Figure 1. The metal 1 layer.
The bar under the picture is 10 µm long. Cells faint in the background.
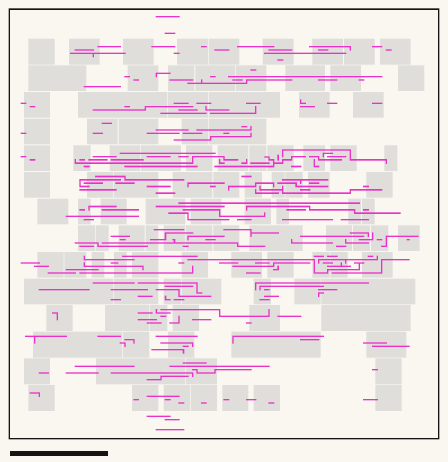
Figure 2. M2 wires.
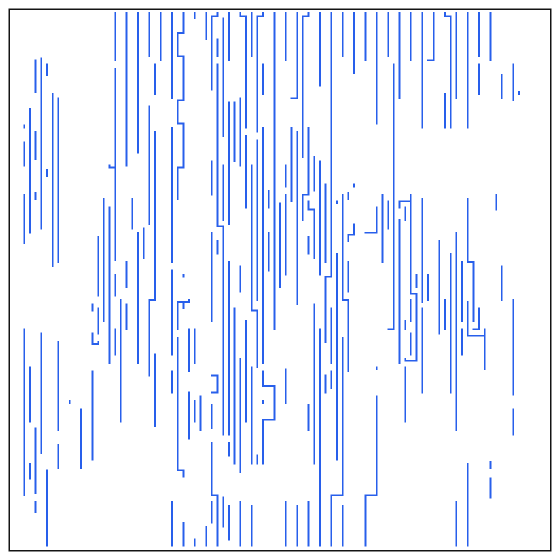
Figure 3. M3 wires.
The bar under the picture is 10 µm long.
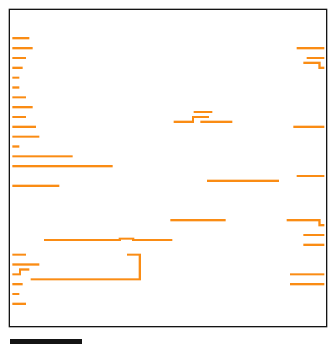
Figure 4. Cell sizes after repair.
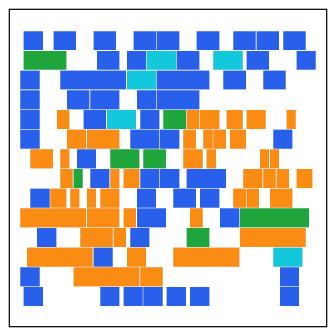
### src/rtl/branch_ctrl_pkg.sv
// Shared types and constants for the branch waterfall queue controller.
package branch_ctrl_pkg;

    // Controller sequencing states.
    typedef enum logic [1:0] {
        INIT   = 2'd0,
        RUN    = 2'd1,
        FLUSH  = 2'd2,
        REFILL = 2'd3
    } bq_state_t;

    // Number of entries in the branch waterfall queue.
    localparam int BQ_DEPTH = 3;

    // Program counter / mispredict address type.
    typedef logic [15:0] pc_t;

endpackage

### src/rtl/branch_queue_controller.sv
// Branch queue controller: turns fetch-side predictions and execute-side
// resolutions into load/update/correct strobes for the 3-entry branch
// waterfall queue, tracks occupancy, and sequences flush/redirect/refill
// after a mispredict.
module branch_queue_controller
    import branch_ctrl_pkg::*;
#(
    parameter int DEPTH         = BQ_DEPTH,
    parameter int REFILL_CYCLES = 2,
    parameter int ADDR_W        = 16
) (
    input  logic              clk,
    input  logic              rst,
    input  logic              stall,
    input  logic              fetch_branch_valid,
    input  logic              fetch_prediction,
    input  logic [ADDR_W-1:0] fetch_alt_address,
    input  logic              resolve_valid,
    input  logic              resolve_taken,
    input  logic [ADDR_W-1:0] q_mispredict_address,
    input  logic              q_prediction,
    output logic              q_load,
    output logic              q_update,
    output logic              q_correct,
    output logic              q_prediction_in,
    output logic [ADDR_W-1:0] q_address_in,
    output logic              fetch_hold,
    output logic              flush,
    output logic              redirect_valid,
    output logic [ADDR_W-1:0] redirect_address,
    output logic [1:0]        occupancy,
    output logic              err
);

    // State encodings as plain vectors so the state register is a simple logic.
    localparam logic [1:0] S_INIT   = INIT;
    localparam logic [1:0] S_RUN    = RUN;
    localparam logic [1:0] S_FLUSH  = FLUSH;
    localparam logic [1:0] S_REFILL = REFILL;

    // Counter only has to hold REFILL_CYCLES-1.
    localparam int CNT_W = (REFILL_CYCLES > 1) ? $clog2(REFILL_CYCLES) : 1;

    localparam logic [1:0] OCC_FULL = 2'(DEPTH);

    logic [1:0]       state;
    logic [CNT_W-1:0] refill_cnt;

    logic correct_c;
    logic in_run;
    logic full;
    logic res;
    logic accept;
    logic mispredict;
    logic proto_err;

    // Strobe, hold and redirect generation; everything here is same-cycle.
    always_comb begin
        correct_c  = (resolve_taken == q_prediction);
        in_run     = (state == S_RUN);
        full       = (occupancy == OCC_FULL);
        // A resolve is only honoured in RUN with something outstanding.
        res        = resolve_valid & (occupancy != 2'd0) & in_run & ~stall;
        mispredict = res & ~correct_c;
        // Outputs stay quiet while reset is held, including the INIT strobe.
        fetch_hold = ~rst & (~in_run | (full & ~(res & correct_c)));
        accept     = fetch_branch_valid & ~fetch_hold & ~stall;
        proto_err  = resolve_valid & ~stall & ((occupancy == 2'd0) | ~in_run);

        q_load          = accept & ~mispredict;
        // INIT forces an update with correct=0 to scrub the unreset queue.
        q_update        = res | ((state == S_INIT) & ~stall & ~rst);
        q_correct       = res & correct_c;
        q_prediction_in = fetch_prediction;
        q_address_in    = fetch_alt_address;

        flush            = mispredict | ((state == S_FLUSH) & ~stall);
        redirect_valid   = mispredict;
        redirect_address = mispredict ? q_mispredict_address : '0;
    end

    // FSM, refill counter, occupancy counter and sticky error; stall freezes all.
    always_ff @(posedge clk or posedge rst) begin
        if (rst) begin
            state      <= S_INIT;
            refill_cnt <= '0;
            occupancy  <= 2'd0;
            err        <= 1'b0;
        end else if (!stall) begin
            if (proto_err) begin
                err <= 1'b1;
            end
            case (state)
                S_INIT: begin
                    state <= S_RUN;
                end
                S_RUN: begin
                    if (mispredict) begin
                        // Everything younger than the bad branch is discarded.
                        occupancy <= 2'd0;
                        state     <= S_FLUSH;
                    end else if (res && q_load) begin
                        occupancy <= occupancy;
                    end else if (res) begin
                        occupancy <= occupancy - 2'd1;
                    end else if (q_load) begin
                        occupancy <= occupancy + 2'd1;
                    end
                end
                S_FLUSH: begin
                    state      <= S_REFILL;
                    refill_cnt <= CNT_W'(REFILL_CYCLES - 1);
                end
                S_REFILL: begin
                    if (refill_cnt == '0) begin
                        state <= S_RUN;
                    end else begin
                        refill_cnt <= refill_cnt - CNT_W'(1);
                    end
                end
                default: begin
                    state <= S_INIT;
                end
            endcase
        end
    end

endmodule

### config.mk
export PLATFORM = sky130hd
export DESIGN_NAME = branch_queue_controller
export DESIGN_NICKNAME = d
export VERILOG_FILES = /design/src/rtl/branch_ctrl_pkg.sv /design/src/rtl/branch_queue_controller.sv
export SDC_FILE = /design/constraint.sdc
export NUM_CORES = 1
export LEC_CHECK = 0
export CORE_UTILIZATION = 45
export DETAILED_ROUTE_END_ITERATION = 8
export DONT_BUFFER_PORTS = 1
export GPL_TIMING_DRIVEN = 0
export PLACE_DENSITY = 0.61
export SLEW_MARGIN = 30
export SYNTH_ARGS = -nofsm -noshare
export SYNTH_HDL_FRONTEND = slang
export SYNTH_SLANG_ARGS = --single-unit
### constraint.sdc
create_clock -name clk -period 1.87 [get_ports clk]
set_input_delay 0.4675 -clock clk [delete_from_list [all_inputs] [get_ports clk]]
set_output_delay 0.4675 -clock clk [all_outputs]
set_load 0.01 [all_outputs]
==> run notes <==
State of the implementation.

- The checks that failed: DRC, setup timing.
- The per-cell via count in the routed design is 5.85, for reference.
- The synthesized netlist occupies a cell area of 782 µm².
- The placed wire-length estimate after detailed placement is 1.34 mm, for reference.
- The final antenna diode count is 0, for reference.
- The OpenROAD warning count is 31, for reference.
- The path category of the worst min-delay check is in2async, for reference.
- Per the OpenROAD power report, leakage power amounts to 0.486 nW.
- The report puts the hold buffer count at CTS at 0.
- The final hold violation count is 0, for reference.
- The number of rows in the core area is 14, for reference.
- Looking at the clock tree report, the root buffer type is sky130_fd_sc_hd__clkbuf_4.
- The minimum period implied by the final worst setup slack is 1.99 ns, for reference.
- The OpenROAD report gives the critical path a required time of 1.40 ns.
- The number of warnings issued by yosys is 0, for reference.
- The via count of the first global-routing pass is 630, for reference.
- TritonRoute reported its final design rule violation total as 2.
- The total CTS buffers is 3, for reference.
- CTS saw 6 sinks.
- The pin slew with the least headroom to its limit is 0.371 ns, for reference.
- The average instance area after synthesis is 8.32 µm², for reference.
- The horizontal die dimension reported for this design is 43.7 µm.
- The largest net degree at the start of global routing is 10, for reference.
- Setup repair after global routing could not meet its margin everywhere.
- The clock latency on the worst-skew pair is 0.24 ns, for reference.
- STA reports a reg2reg setup slack of 0.30 ns.
- Total global-route track usage over all layers is 20.9%.
- The chip area line of the yosys report is 782 µm², for reference.
- Once routing completed, OpenROAD measured the worst setup slack at -0.124 ns.
- The CTS tree is built, for reference.
- The routed wirelength normalized by instance count is 16.3 µm, for reference.
- In this run the vertical extent of the chip is 43.7 µm.
- The share of final-layout standard cells stronger than drive strength 1 is 60.0%, for reference.
- The final clock skew is 0.000167 ns, for reference.
- For this configuration, the core starts out at a cell density of 50.2%.
- The remaining max-slew budget at the tightest pin is 75.2%, for reference.
- The synthesized design contains 6 register bits.
- The maximum operating frequency is 502 MHz, for reference.
- Signal routing reaches up to met3.
- The endpoint of the most critical setup path is redirect_address[1], for reference.
- The post-CTS resize count is 27, for reference.
- The end-of-flow timing check tallies setup violations at 20.
- The largest combinational cell category by area is simple AND/OR/NAND/NOR gates, for reference.
- The detailed-route wire length on metal 1 is 727 µm, for reference.
- Wire segments on met3 add up to 163 µm in the final route.
- The net count reported at finish is 156, for reference.
- The flow ran to the end, but the final reports show violations.
-- Figure 1 (at the start) --
wire length on this layer: 728 µm
share of all routed wire: 35%
nets with wire on the layer: 126
longest straight run: 18.4 µm
main direction: horizontal
global routing met1 resource utilization: 21.5%
total vias in the final route: 737

-- Figure 2 (at the start) --
share of all routed wire: 57%
longest straight run: 25.6 µm
global routing met2 resource utilization: 38.8%
Final Routed Wirelength: 2.06 mm

-- Figure 3 (at the start) --
share of all routed wire: 7.9%
longest straight run: 14.9 µm
main direction: horizontal
global-route track usage on met3: 9.17%

-- Figure 4 (at the start) --
legend:
  blue:
    size: drive 3 to 4
    cells: 54
    share: 49%
  orange:
    size: drive 1 or less
    cells: 44
    share: 40%
  green:
    size: drive 2
    cells: 7
    share: 6.4%
  cyan:
    size: drive 6 and up
    cells: 5
    share: 4.5%
setup ws final: -0.124 ns
final cell area excluding filler cells: 1010 µm²

==> per-layer routing <==
layer  up-vias  GRT usage (%)
li1        337              -
met1       352           21.5
met2        48           38.8
met3         0           9.17
met4         0           3.75
met5         -              0
==> final cells by class <==
type	count	area, µm²
Buffer	21	165
Clock buffer	3	22.5
Fill cell	150	549
Inverter	4	15.0
Multi-Input combinational cell	63	531
Sequential cell	6	151
Tap cell	16	20.0
Timing Repair Buffer	13	105
==> where the power goes <==
part | switching (W) | internal (W) | total (W) | leakage [nW]
sequential | 0.0000610 | 0.000171 | 0.000232 | 0.0665
clock | 0.0000434 | 0.0000724 | 0.000116 | 0.0138
combinational | 0.000291 | 0.000295 | 0.000587 | 0.406
==> cell usage after synthesis (all sizes together) <==
cell / n / area [µm²]
o21ai: 5 / 25.0
o31ai: 1 / 7.51
a32o: 1 / 10.0
o22ai: 3 / 18.8
a21o: 2 / 15.0
o211ai: 2 / 15.0
nor2: 2 / 15.0
nand2: 6 / 30.0
xor2: 1 / 8.76
nand2b: 2 / 12.5
inv: 4 / 15.0
buf: 20 / 161
a31o: 1 / 8.76
xnor2: 1 / 16.3
a31oi: 1 / 6.26
and2b: 1 / 8.76
nand3: 1 / 5.00
o21a: 1 / 15.0
ha: 4 / 50.1
nor3b: 1 / 7.51
a21oi: 6 / 30.0
a221oi: 2 / 17.5
clkbuf: 1 / 3.75
nand3b: 1 / 7.51
and2: 16 / 100
dfrtp: 6 / 150
nor3: 2 / 21.3
==> critical path, cell delays in order, from the launching register on <==
cell and delay (ns):
sky130_fd_sc_hd__dfrtp_1 0.38, sky130_fd_sc_hd__inv_2 0.08, sky130_fd_sc_hd__ha_4 0.13, sky130_fd_sc_hd__and2b_2 0.17, sky130_fd_sc_hd__nand2_4 0.06, sky130_fd_sc_hd__nor2_4 0.15, sky130_fd_sc_hd__buf_6 0.15, sky130_fd_sc_hd__and2_4 0.16
==> flip-flops by register name, summed over array words and instances, names as in the netlist <==
signal      cells
err             1
occupancy       2
refill_cnt      1
state           2
==> cell usage in the layout, fill, tap and decap left out, types with 2 or more instances in the layout <==
master	synthesis	final
sky130_fd_sc_hd__a21o_1	2	2
sky130_fd_sc_hd__a21oi_1	6	5
sky130_fd_sc_hd__a221oi_1	2	2
sky130_fd_sc_hd__and2_4	0	16
sky130_fd_sc_hd__buf_4	17	28
sky130_fd_sc_hd__buf_6	3	5
sky130_fd_sc_hd__clkbuf_4	0	3
sky130_fd_sc_hd__dfrtp_1	6	5
sky130_fd_sc_hd__ha_1	4	3
sky130_fd_sc_hd__inv_1	4	3
sky130_fd_sc_hd__nand2_1	5	5
sky130_fd_sc_hd__nand2b_1	2	2
sky130_fd_sc_hd__nor2_4	1	2
sky130_fd_sc_hd__o211ai_1	2	2
sky130_fd_sc_hd__o21ai_0	5	5
sky130_fd_sc_hd__o22ai_1	3	2
==> per-stage QoR <==
step,TNS (ns),cells,worst slack (ns),total power (W),instance area [µm²]
floorplan,0,94,0.0179,0.000565,782
global placement,-1.89,110,-0.136,0.000628,802
detailed placement,-2.12,110,-0.143,0.000632,802
CTS,-2.20,124,-0.141,0.000900,990
global route,-3.62,126,-0.212,0.00101,1010
finish,-1.77,126,-0.124,0.000935,1010
Power and IR drop assume default switching activity.
